**src/rtl/noc_local_ni.sv**
```systemverilog
`default_nettype none
// ============================================================================
// Module   : noc_local_ni
// Purpose  : Local network interface between a processing core and the local
//            port of a mesh router tile. The TX path packs core requests into
//            16-bit single-flit packets {payload, dest_x, dest_y} and injects
//            them under credit-based flow control. The RX path buffers ejected
//            flits in a FWFT FIFO with a registered head, presents them to the
//            core, and returns one credit per consumed flit.
// Ports    : clk, rst (async, active-high)
//            core TX   : tx_valid, tx_ready, tx_dest_x, tx_dest_y, tx_payload
//            router TX : net_tx_data, net_tx_enable, net_tx_credit
//            router RX : net_rx_data, net_rx_enable, net_rx_credit
//            core RX   : rx_valid, rx_ready, rx_data, rx_misroute
//            status    : tx_count, rx_count, err[1:0] (sticky)
// Revision : 1.0 - initial release
// ============================================================================
module noc_local_ni #(
    parameter int XCOORD   = 0,
    parameter int YCOORD   = 0,
    parameter int CREDITS  = 4,
    parameter int RX_DEPTH = 4
) (
    input  logic        clk,
    input  logic        rst,
    input  logic        tx_valid,
    output logic        tx_ready,
    input  logic [3:0]  tx_dest_x,
    input  logic [3:0]  tx_dest_y,
    input  logic [7:0]  tx_payload,
    output logic [15:0] net_tx_data,
    output logic        net_tx_enable,
    input  logic        net_tx_credit,
    input  logic [15:0] net_rx_data,
    input  logic        net_rx_enable,
    output logic        net_rx_credit,
    output logic        rx_valid,
    input  logic        rx_ready,
    output logic [15:0] rx_data,
    output logic        rx_misroute,
    output logic [15:0] tx_count,
    output logic [15:0] rx_count,
    output logic [1:0]  err
);

    localparam int              CW         = $clog2(CREDITS + 1);
    localparam int              AW         = $clog2(RX_DEPTH);
    localparam logic [CW-1:0]   CREDIT_MAX = CW'(CREDITS);
    localparam logic [7:0]      MY_ADDR    = {4'(XCOORD), 4'(YCOORD)};

    // ---------------- state ----------------
    logic [CW-1:0] credit_q,        credit_d;
    logic          tx_ready_q,      tx_ready_d;
    logic [15:0]   net_tx_data_q,   net_tx_data_d;
    logic          net_tx_enable_q, net_tx_enable_d;
    logic [15:0]   tx_count_q,      tx_count_d;
    logic [1:0]    err_q,           err_d;
    logic [AW:0]   wr_ptr_q,        wr_ptr_d;
    logic [AW:0]   rd_ptr_q,        rd_ptr_d;
    logic          rx_valid_q,      rx_valid_d;
    logic [15:0]   rx_data_q,       rx_data_d;
    logic          net_rx_credit_q, net_rx_credit_d;
    logic [15:0]   rx_count_q,      rx_count_d;
    logic [15:0]   mem_q [RX_DEPTH];

    logic tx_accept;
    logic rx_pop;
    logic rx_full;
    logic rx_wr;

    always_comb begin
        // ---------------- TX path ----------------
        tx_accept     = tx_valid && tx_ready_q;
        credit_d      = credit_q;
        err_d         = err_q;
        case ({net_tx_credit, tx_accept})
            2'b10: begin
                // A return beyond the router FIFO depth means the router
                // handed back more credits than flits we sent.
                if (credit_q == CREDIT_MAX) begin
                    err_d[0] = 1'b1;
                end else begin
                    credit_d = credit_q + 1'b1;
                end
            end
            2'b01:   credit_d = credit_q - 1'b1;
            default: credit_d = credit_q;
        endcase
        // Registered ready follows the next counter value, so it never
        // depends combinationally on tx_valid.
        tx_ready_d      = (credit_d != '0);
        net_tx_enable_d = tx_accept;
        net_tx_data_d   = tx_accept ? {tx_payload, tx_dest_x, tx_dest_y} : net_tx_data_q;
        tx_count_d      = tx_count_q + {15'd0, tx_accept};

        // ---------------- RX path ----------------
        rx_pop  = rx_valid_q && rx_ready;
        rx_full = (wr_ptr_q[AW] != rd_ptr_q[AW]) &&
                  (wr_ptr_q[AW-1:0] == rd_ptr_q[AW-1:0]);
        // A pop on the same edge frees a slot, so a write while full is kept.
        rx_wr   = net_rx_enable && (!rx_full || rx_pop);
        if (net_rx_enable && !rx_wr) begin
            err_d[1] = 1'b1;
        end
        wr_ptr_d   = wr_ptr_q + {{AW{1'b0}}, rx_wr};
        rd_ptr_d   = rd_ptr_q + {{AW{1'b0}}, rx_pop};
        rx_valid_d = (wr_ptr_d != rd_ptr_d);
        // Registered head: if the new head slot is the one being written this
        // edge (buffer empty after the pop), bypass the incoming flit.
        rx_data_d  = rx_data_q;
        if (rx_valid_d) begin
            if (rx_wr && (wr_ptr_q[AW-1:0] == rd_ptr_d[AW-1:0])) begin
                rx_data_d = net_rx_data;
            end else begin
                rx_data_d = mem_q[rd_ptr_d[AW-1:0]];
            end
        end
        net_rx_credit_d = rx_pop;
        rx_count_d      = rx_count_q + {15'd0, rx_pop};
    end

    always_ff @(posedge clk or posedge rst) begin
        if (rst) begin
            credit_q        <= CREDIT_MAX;
            tx_ready_q      <= 1'b0;
            net_tx_data_q   <= 16'd0;
            net_tx_enable_q <= 1'b0;
            tx_count_q      <= 16'd0;
            err_q           <= 2'b00;
            wr_ptr_q        <= '0;
            rd_ptr_q        <= '0;
            rx_valid_q      <= 1'b0;
            rx_data_q       <= 16'd0;
            net_rx_credit_q <= 1'b0;
            rx_count_q      <= 16'd0;
        end else begin
            credit_q        <= credit_d;
            tx_ready_q      <= tx_ready_d;
            net_tx_data_q   <= net_tx_data_d;
            net_tx_enable_q <= net_tx_enable_d;
            tx_count_q      <= tx_count_d;
            err_q           <= err_d;
            wr_ptr_q        <= wr_ptr_d;
            rd_ptr_q        <= rd_ptr_d;
            rx_valid_q      <= rx_valid_d;
            rx_data_q       <= rx_data_d;
            net_rx_credit_q <= net_rx_credit_d;
            rx_count_q      <= rx_count_d;
        end
    end

    // Storage needs no reset: the pointers define which entries are live.
    always_ff @(posedge clk) begin
        if (rx_wr) begin
            mem_q[wr_ptr_q[AW-1:0]] <= net_rx_data;
        end
    end

    assign tx_ready      = tx_ready_q;
    assign net_tx_data   = net_tx_data_q;
    assign net_tx_enable = net_tx_enable_q;
    assign net_rx_credit = net_rx_credit_q;
    assign rx_valid      = rx_valid_q;
    assign rx_data       = rx_data_q;
    assign rx_misroute   = rx_valid_q && (rx_data_q[7:0] != MY_ADDR);
    assign tx_count      = tx_count_q;
    assign rx_count      = rx_count_q;
    assign err           = err_q;

endmodule
`default_nettype wire

```
**config.mk**
```make
export PLATFORM = sky130hd
export DESIGN_NAME = noc_local_ni
export DESIGN_NICKNAME = d
export VERILOG_FILES = /design/src/rtl/noc_local_ni.sv
export SDC_FILE = /design/constraint.sdc
export NUM_CORES = 1
export LEC_CHECK = 0
export CORE_ASPECT_RATIO = 1.1
export CORE_MARGIN = 2
export CORE_UTILIZATION = 52
export DETAILED_ROUTE_END_ITERATION = 16
export PLACE_DENSITY = 0.76
export SYNTH_ARGS = -nofsm -noshare
export SYNTH_HDL_FRONTEND = slang
export SYNTH_SLANG_ARGS = --single-unit
```
**constraint.sdc**
```tcl
create_clock -name clk -period 3.5 [get_ports clk]
set_input_delay 0.525 -clock clk [delete_from_list [all_inputs] [get_ports clk]]
set_output_delay 0.525 -clock clk [all_outputs]
set_load 0.02 [all_outputs]
```
==> out/qor.yml <==
final_timing:
  skew_ps: 9.267
  relSlewSlack_pct: 41.61
  finalClockPeriodUsage_pct: 86.17
  rsz0062_at_grt: "false"
  drv_slew: 0
worst_setup_path:
  reg2reg_depth: 9
  path_depth: 9
  cp-start-kind: "register"
  worstPathCellList: "xor2_1 -> o41ai_4 -> inv_4 -> ha_1 -> ha_1 -> xor2_1 -> xor2_2 -> or2_1 -> a31oi_1"
  critPathCaptureType: "register"
  arrival_ps: 3260
  worst_r2r_endpoint: "rx_data[10]"
  r2r_slack_ps: 480
  endpoint: "rx_data[10]"
cells_and_area:
  insertedDiodeCount: 0
  stdcell_area_mm2: 0.007735
  nonClkBufAreaFrac_pct: 15.33
  seq_cells: 143
  layout-drive-gt1-share_pct: 15.28
  regArea_mm2: 0.003900
floorplanning:
  dieArea_mm2: 0.01211
  core_region_area_mm2: 0.01096
clock_network:
  cts_inserted_buffers: 17
  cts_hold_buf: 0
  cts.path.max_buffers: 2
  clk_latency_ps: 410
logic_synthesis:
  top_area_share_pct: 33.38
  ys_sh_mux_pct: 9.414
  yosysMostFrequentCell: "dfrtp_1"
  syn-mean-instance-area_um2: 15.00
  xor_area_share_pct: 5.819
  synth_seq_share_pct: 66.69
grt:
  busiest_layer: "met2"
  grt_usage_pct: 20.75
  antenna_found_initial: 0
  grtUsageMet1_pct: 26.30
  use_met3_pct: 5.272
drt:
  dr.pass1.iters: 6
  dr_total_vias: 3689
  vias_per_cell: 5.449
  routed_wl_mm: 11.70
  wl_met1_mm: 4.865
  dr.first_iter.drc_count: 215
place:
  placed_cells_incl_taps: 645
  place_congestion: 0.8643
min_path:
  min-delay-start: "err[1]"
flow_run:
  cap_violations: 0
status:
  status: "completed"
Figure 1. Sizing map.
Scale bar: 20 um.
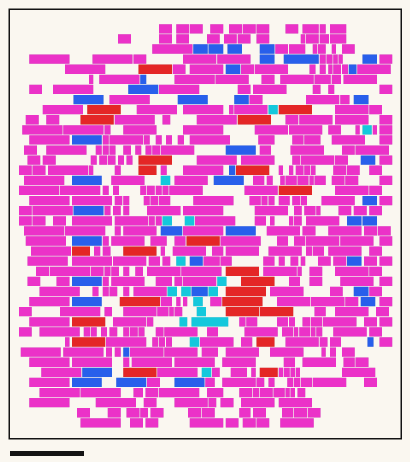
- cyan: _3 and _4 cells (cells 16; share 3.0%)
- magenta: _0 and _1 cells (cells 449; share 85%)
- blue: _2 cells (cells 41; share 7.7%)
- red: _6 and larger (cells 24; share 4.5%)

Figure 2. Where the registers sit.
Other sequential cells in the stronger gray, the rest of the logic in the fainter gray.
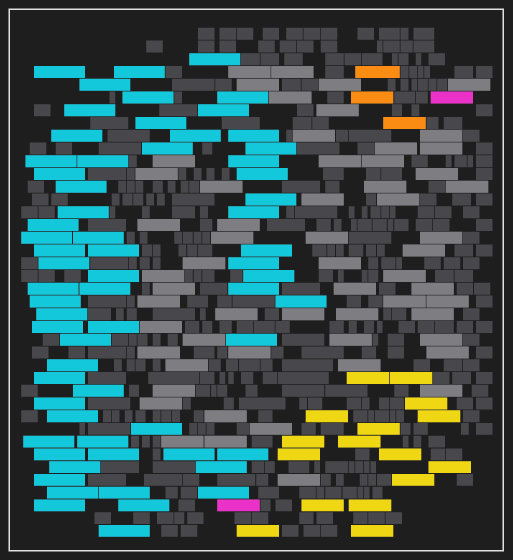
- cyan: `mem_q` (flops 64)
- yellow: `rx_count` (flops 16; where south-east)
- orange: `credit_q` (flops 3)
- magenta: `err` (flops 2)

Figure 3. Clock nets.
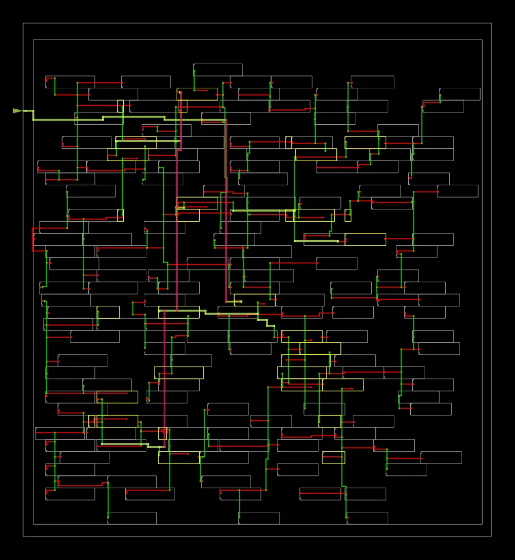
clkbuf count: 26
clock network power: 1.83 mW
clk sinks: 143

Figure 4. M4 wires.
Supply wires on this layer in gray.
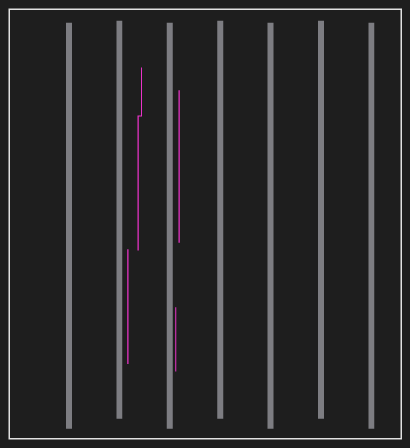
- wire length on this layer: 138 um
- share of all routed wire: 1.2%
- longest straight run: 40.8 um
- main direction: vertical

Power is estimated from default activity; no workload was simulated.
